**src/rtl/operand_loader_pkg.sv**
```systemverilog
// Shared types and default sizing for the operand pair loader and its FIFO.
package operand_loader_pkg;

  typedef enum logic {
    WAIT_A = 1'b0,
    WAIT_B = 1'b1
  } state_t;

  localparam int DEFAULT_DATA_W = 8;
  localparam int DEFAULT_DEPTH  = 4;

endpackage

```
**src/rtl/pair_fifo.sv**
```systemverilog
// Synchronous FIFO of W-bit entries; head is read combinationally from storage,
// so a pushed entry is visible the cycle after its push edge (no bypass).
module pair_fifo #(
  parameter int W     = 16,
  parameter int DEPTH = 4
) (
  input  logic                       clk,
  input  logic                       rst,
  input  logic                       clr,
  input  logic                       push,
  input  logic                       pop,
  input  logic [W-1:0]               din,
  output logic [W-1:0]               dout,
  output logic                       full,
  output logic                       empty,
  output logic [$clog2(DEPTH):0]     level
);

  localparam int AW = $clog2(DEPTH);

  logic [W-1:0] mem [DEPTH];
  logic [AW:0]  wr_ptr;
  logic [AW:0]  rd_ptr;

  // Pointers carry one extra wrap bit so full and empty stay distinguishable.
  always_ff @(posedge clk) begin
    if (rst) begin
      for (int i = 0; i < DEPTH; i++) mem[i] <= '0;
      wr_ptr <= '0;
      rd_ptr <= '0;
    end else if (clr) begin
      wr_ptr <= '0;
      rd_ptr <= '0;
    end else begin
      if (push && !full) begin
        mem[wr_ptr[AW-1:0]] <= din;
        wr_ptr              <= wr_ptr + 1'b1;
      end
      if (pop && !empty) rd_ptr <= rd_ptr + 1'b1;
    end
  end

  assign level = wr_ptr - rd_ptr;
  assign full  = (level == (AW+1)'(DEPTH));
  assign empty = (wr_ptr == rd_ptr);
  assign dout  = mem[rd_ptr[AW-1:0]];

endmodule

```
**src/rtl/operand_pair_loader.sv**
```systemverilog
// Assembles an A,B byte stream into operand pairs and queues them for the adder
// stage; flush drops everything buffered, reset also clears storage.
module operand_pair_loader
  import operand_loader_pkg::*;
#(
  parameter int DATA_W = DEFAULT_DATA_W,
  parameter int DEPTH  = DEFAULT_DEPTH
) (
  input  logic                    clk,
  input  logic                    rst,
  input  logic [DATA_W-1:0]       in_data,
  input  logic                    in_valid,
  output logic                    in_ready,
  input  logic                    flush,
  output logic [DATA_W-1:0]       a_out,
  output logic [DATA_W-1:0]       b_out,
  output logic                    out_valid,
  input  logic                    out_ready,
  output logic [$clog2(DEPTH):0]  level,
  output logic [15:0]             pair_cnt
);

  state_t                 state;
  state_t                 state_nxt;
  logic [DATA_W-1:0]      a_hold_p0;
  logic [15:0]            pair_cnt_q;
  logic [2*DATA_W-1:0]    head;
  logic                   full;
  logic                   empty;
  logic                   xfer;
  logic                   push;
  logic                   pop;

  // in_ready depends only on state, full and flush, never on out_ready.
  assign in_ready = !rst && !flush && ((state == WAIT_A) || !full);
  assign xfer     = in_valid && in_ready;
  assign push     = xfer && (state == WAIT_B);
  assign pop      = out_valid && out_ready && !flush;

  always_comb begin
    state_nxt = state;
    if (flush)     state_nxt = WAIT_A;
    else if (xfer) state_nxt = (state == WAIT_A) ? WAIT_B : WAIT_A;
  end

  always_ff @(posedge clk) begin
    if (rst) state <= WAIT_A;
    else     state <= state_nxt;
  end

  // Stage p0: pending operand A waiting for its partner
  always_ff @(posedge clk) begin
    if (rst)                              a_hold_p0 <= '0;
    else if (xfer && (state == WAIT_A))   a_hold_p0 <= in_data;
  end

  always_ff @(posedge clk) begin
    if (rst || flush) pair_cnt_q <= '0;
    else if (pop)     pair_cnt_q <= pair_cnt_q + 16'd1;
  end

  pair_fifo #(
    .W     (2*DATA_W),
    .DEPTH (DEPTH)
  ) u_fifo (
    .clk   (clk),
    .rst   (rst),
    .clr   (flush),
    .push  (push),
    .pop   (pop),
    .din   ({a_hold_p0, in_data}),
    .dout  (head),
    .full  (full),
    .empty (empty),
    .level (level)
  );

  assign out_valid = !empty;
  assign a_out     = head[2*DATA_W-1:DATA_W];
  assign b_out     = head[DATA_W-1:0];
  assign pair_cnt  = pair_cnt_q;

endmodule

```
**config.mk**
```make
export PLATFORM = sky130hd
export DESIGN_NAME = operand_pair_loader
export DESIGN_NICKNAME = d
export VERILOG_FILES = /design/src/rtl/operand_loader_pkg.sv /design/src/rtl/pair_fifo.sv /design/src/rtl/operand_pair_loader.sv
export SDC_FILE = /design/constraint.sdc
export NUM_CORES = 1
export LEC_CHECK = 0
export ABC_CLOCK_PERIOD_IN_PS = 3700
export CORE_MARGIN = 1.5
export CORE_UTILIZATION = 56
export DETAILED_ROUTE_END_ITERATION = 16
export PLACE_DENSITY = 0.78
export SLEW_MARGIN = 30
export SYNTH_ARGS = -nofsm -noshare
export SYNTH_HDL_FRONTEND = slang
export SYNTH_HIERARCHICAL = 1
export SYNTH_SLANG_ARGS = --single-unit
```
**constraint.sdc**
```tcl
create_clock -name clk -period 3.7 [get_ports clk]
set_input_delay 0.555 -clock clk [delete_from_list [all_inputs] [get_ports clk]]
set_output_delay 0.555 -clock clk [all_outputs]
set_load 0.01 [all_outputs]
```
Fig. 1: register map, names as in the netlist
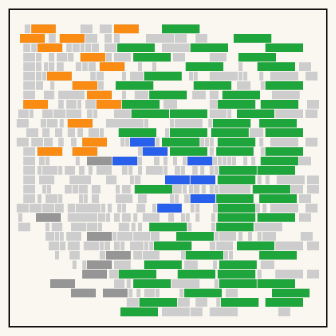
orange -> `pair_cnt`  # flops 16, where north-west
green -> `u_fifo/mem`  # flops 64
blue -> `a_hold_p0`  # flops 8, where center
not colored = 9
utilization after layout: 69.3%
flop share of the area: 50.6%
Flop+latch power: 0.00119 W

Fig. 2: power grid
Pins as bars on the die edge. Tap cells in gray.
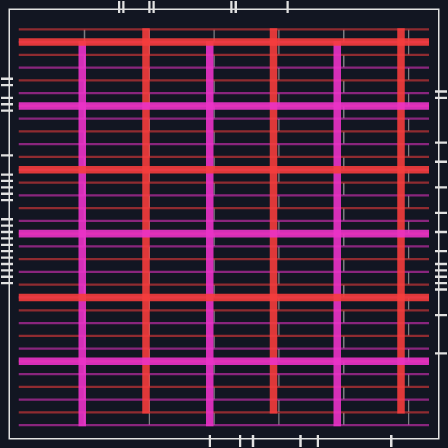
red -> VDD
magenta -> VSS
rows = 31
signal pins = 50
tap cells = 99
met1 rails = 32

Fig. 3: clock network drawn from the DEF
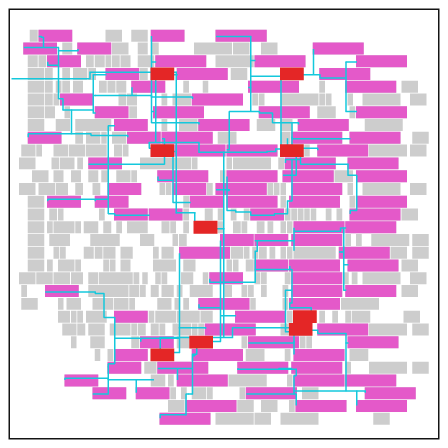
red -> clock-net drivers  # count 9
magenta -> flip-flops  # count 97
cyan -> clock wires  # length 1010 um
flops lie = widely spread

Fig. 4: congestion heat map
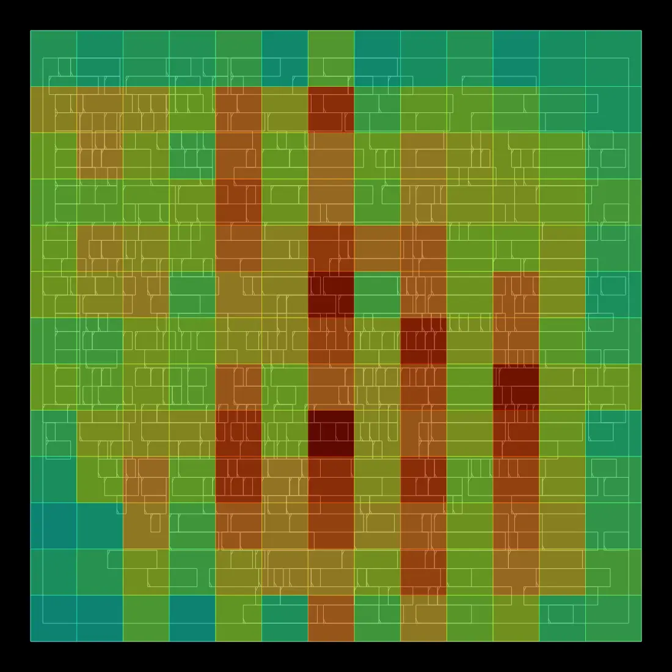
GR peak layer: met2
met2 Track Usage GR: 36.8%
GRT Resource Usage Total: 21.7%
met3 Track Usage GR: 3.77%
met1 usage: 27.8%

Fig. 5: placed cells, one color a class
The bar under the picture is 20 um long.
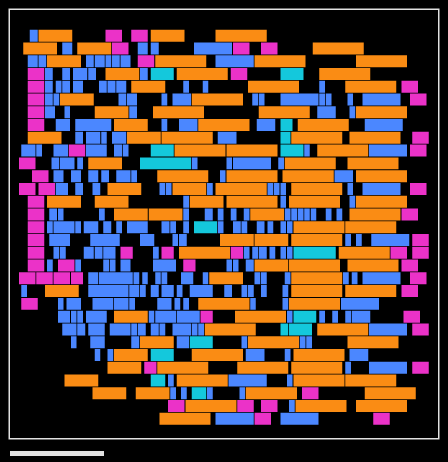
orange -> registers  # cells 97
cyan -> clock drivers and dummy loads  # cells 16
magenta -> remaining buffers and delay cells  # cells 56
blue -> remaining logic cells  # cells 241

==> ci_impl_report.md <==
## Synthesis and layout report

| Metric | Value |
|---|---|
| EDFF count, synth | 64 |
| Clk pwr share | 36.2% |
| Largest net degree at the start of global routing | 26 |
| Nonclk buf count | 56 |
| Area of the mapped netlist | 0.00435 sq mm |
| Share of layout cells above drive strength 1 | 14.9% |
| Worst r2r path cells | 11 |
| Unrepaired setup endpoints after global routing | no |
| Post-synth area hogs | edfxtp_1 (44%), dfxtp_1 (15%), mux4_2 (8.3%) |
| Log Warnings | 27 |
| Synth top cell by count | nor2_1 |
| Die width | 91.1 um |
| Bufs and invs on worst path | 2 |
| Worst slew margin | 48.0% |
| F_max | 305 MHz |
| Clkbuf count | 11 |
| Fp util | 59.0% |
| Post-Route WL | 8330 um |
| LEAKAGE | 1.75 nW |
| Postcts setup bufs | 0 |
| DP Wirelength | 5530 um |
| Clk root buf | clkbuf_8 |
| Cell row count | 31 |
| Stages on worst setup path | 11 |
| Comb pwr | 0.0000951 W |
| Hold_sp | a_hold_p0[2] |
| Pwr/cell area | 393 mW/mm^2 |
| Outcome | complete, no violations |
| Sw Ratio | 21.1% |
| Largest fanout on the critical path | 25 |
| Max_cap viols | 0 |
| Num sequential | 97 |
| Pins Over Slew Limit | 0 |
| Post-CTS Hold Buffers | 0 |
| Die Height | 91.1 um |
| Comb area share | 31.4% |
| Post-route setup slack | 0.424 ns |
| Top cells excl fill/tap | nor2_1 (75), edfxtp_1 (64), clkdlybuf4s50_1 (49) |
| DRC Markers | 0 |
| Non-clock buffering overhead | 10.6% |
| Worst Tran Pin Value | 0.779 ns |
| Final setup viols | 0 |
| Top cell area share | 44.2% |
| H-Tree Depth | 3 |
| Nets at Floorplan | 375 |
| Final nets | 424 |
| Resized cells post-CTS | 0 |
| Hold Path Stages | 2 |
| Req. time, crit path | 3.70 ns |
| Placed cells | 493 |
| Comb_multi_in | 231 |
| Slowest cell delay on critical path | 0.48 ns |
| Syn_area_per_cell | 12.2 sq um |
| Initial antenna violation count | 0 |
| Clk. pwr | 0.000726 W |
| Ys flop type | edfxtp_1 |
| Yosys cell types | 40 |
| Internal power | 0.00158 W |
| Largest delay share family, worst path | AND-OR/OR-AND gates |
| Placement-stage worst setup slack | 0.495 ns |
| Register share after synthesis | 59.4% |
| Final Cycle Share | 88.5% |
| Antenna diode count | 0 |
| Combinational power share | 4.7% |
| Inverters, non-clock | 10 |
| Biggest register | u_fifo/mem |
| Top pwr grp | sequential cells |
| Reg2Reg Setup Slack | 0.42 ns |
| Die ar. | 0.00831 sq mm |
| Max-area cell class | sequential cells |
| Clk slew on worst S/H paths | 0.09 ns |
| Setup CP Type | register to register |
| # Cells Yosys | 356 |
| Peak supply drop | 0.204 mV |
| Arrival time at the worst endpoint | 3.28 ns |
| First-pass GRT wire length | 13700 um |
| Sequential power share | 59.1% |
| P_sw | 0.000423 W |
| Clock-cell share of area | 4.22% |
through the flow:
| step | hold slack, ns | instance area (sq um) |
|---|---|---|
| after floorplan | 0.437 | 4350 |
| after global placement | 0.444 | 4890 |
| after detailed placement | 0.448 | 4890 |
| after CTS | 0.461 | 5100 |
| after global routing | 0.482 | 5100 |
| final | 0.460 | 5100 |
cells by family after synthesis:
group / synth area share (%)
compound gates: 4.86
buf+inv: 3.82
flops: 59.4
xor+xnor: 2.76
fa+ha+maj: 1.90
simple gates: 18.8
mux: 8.51
metal layers:
layer	GRT usage [%]	part of all wire (%)	wire (um)	vias to the layer above
met5	0	0	0	-
met4	8.33	1.2	98	0
met3	3.77	5.6	463	7
met2	36.8	50	4170	84
met1	27.8	43	3590	1331
li1	-	-	-	1346
Power is estimated from default activity; no workload was simulated.
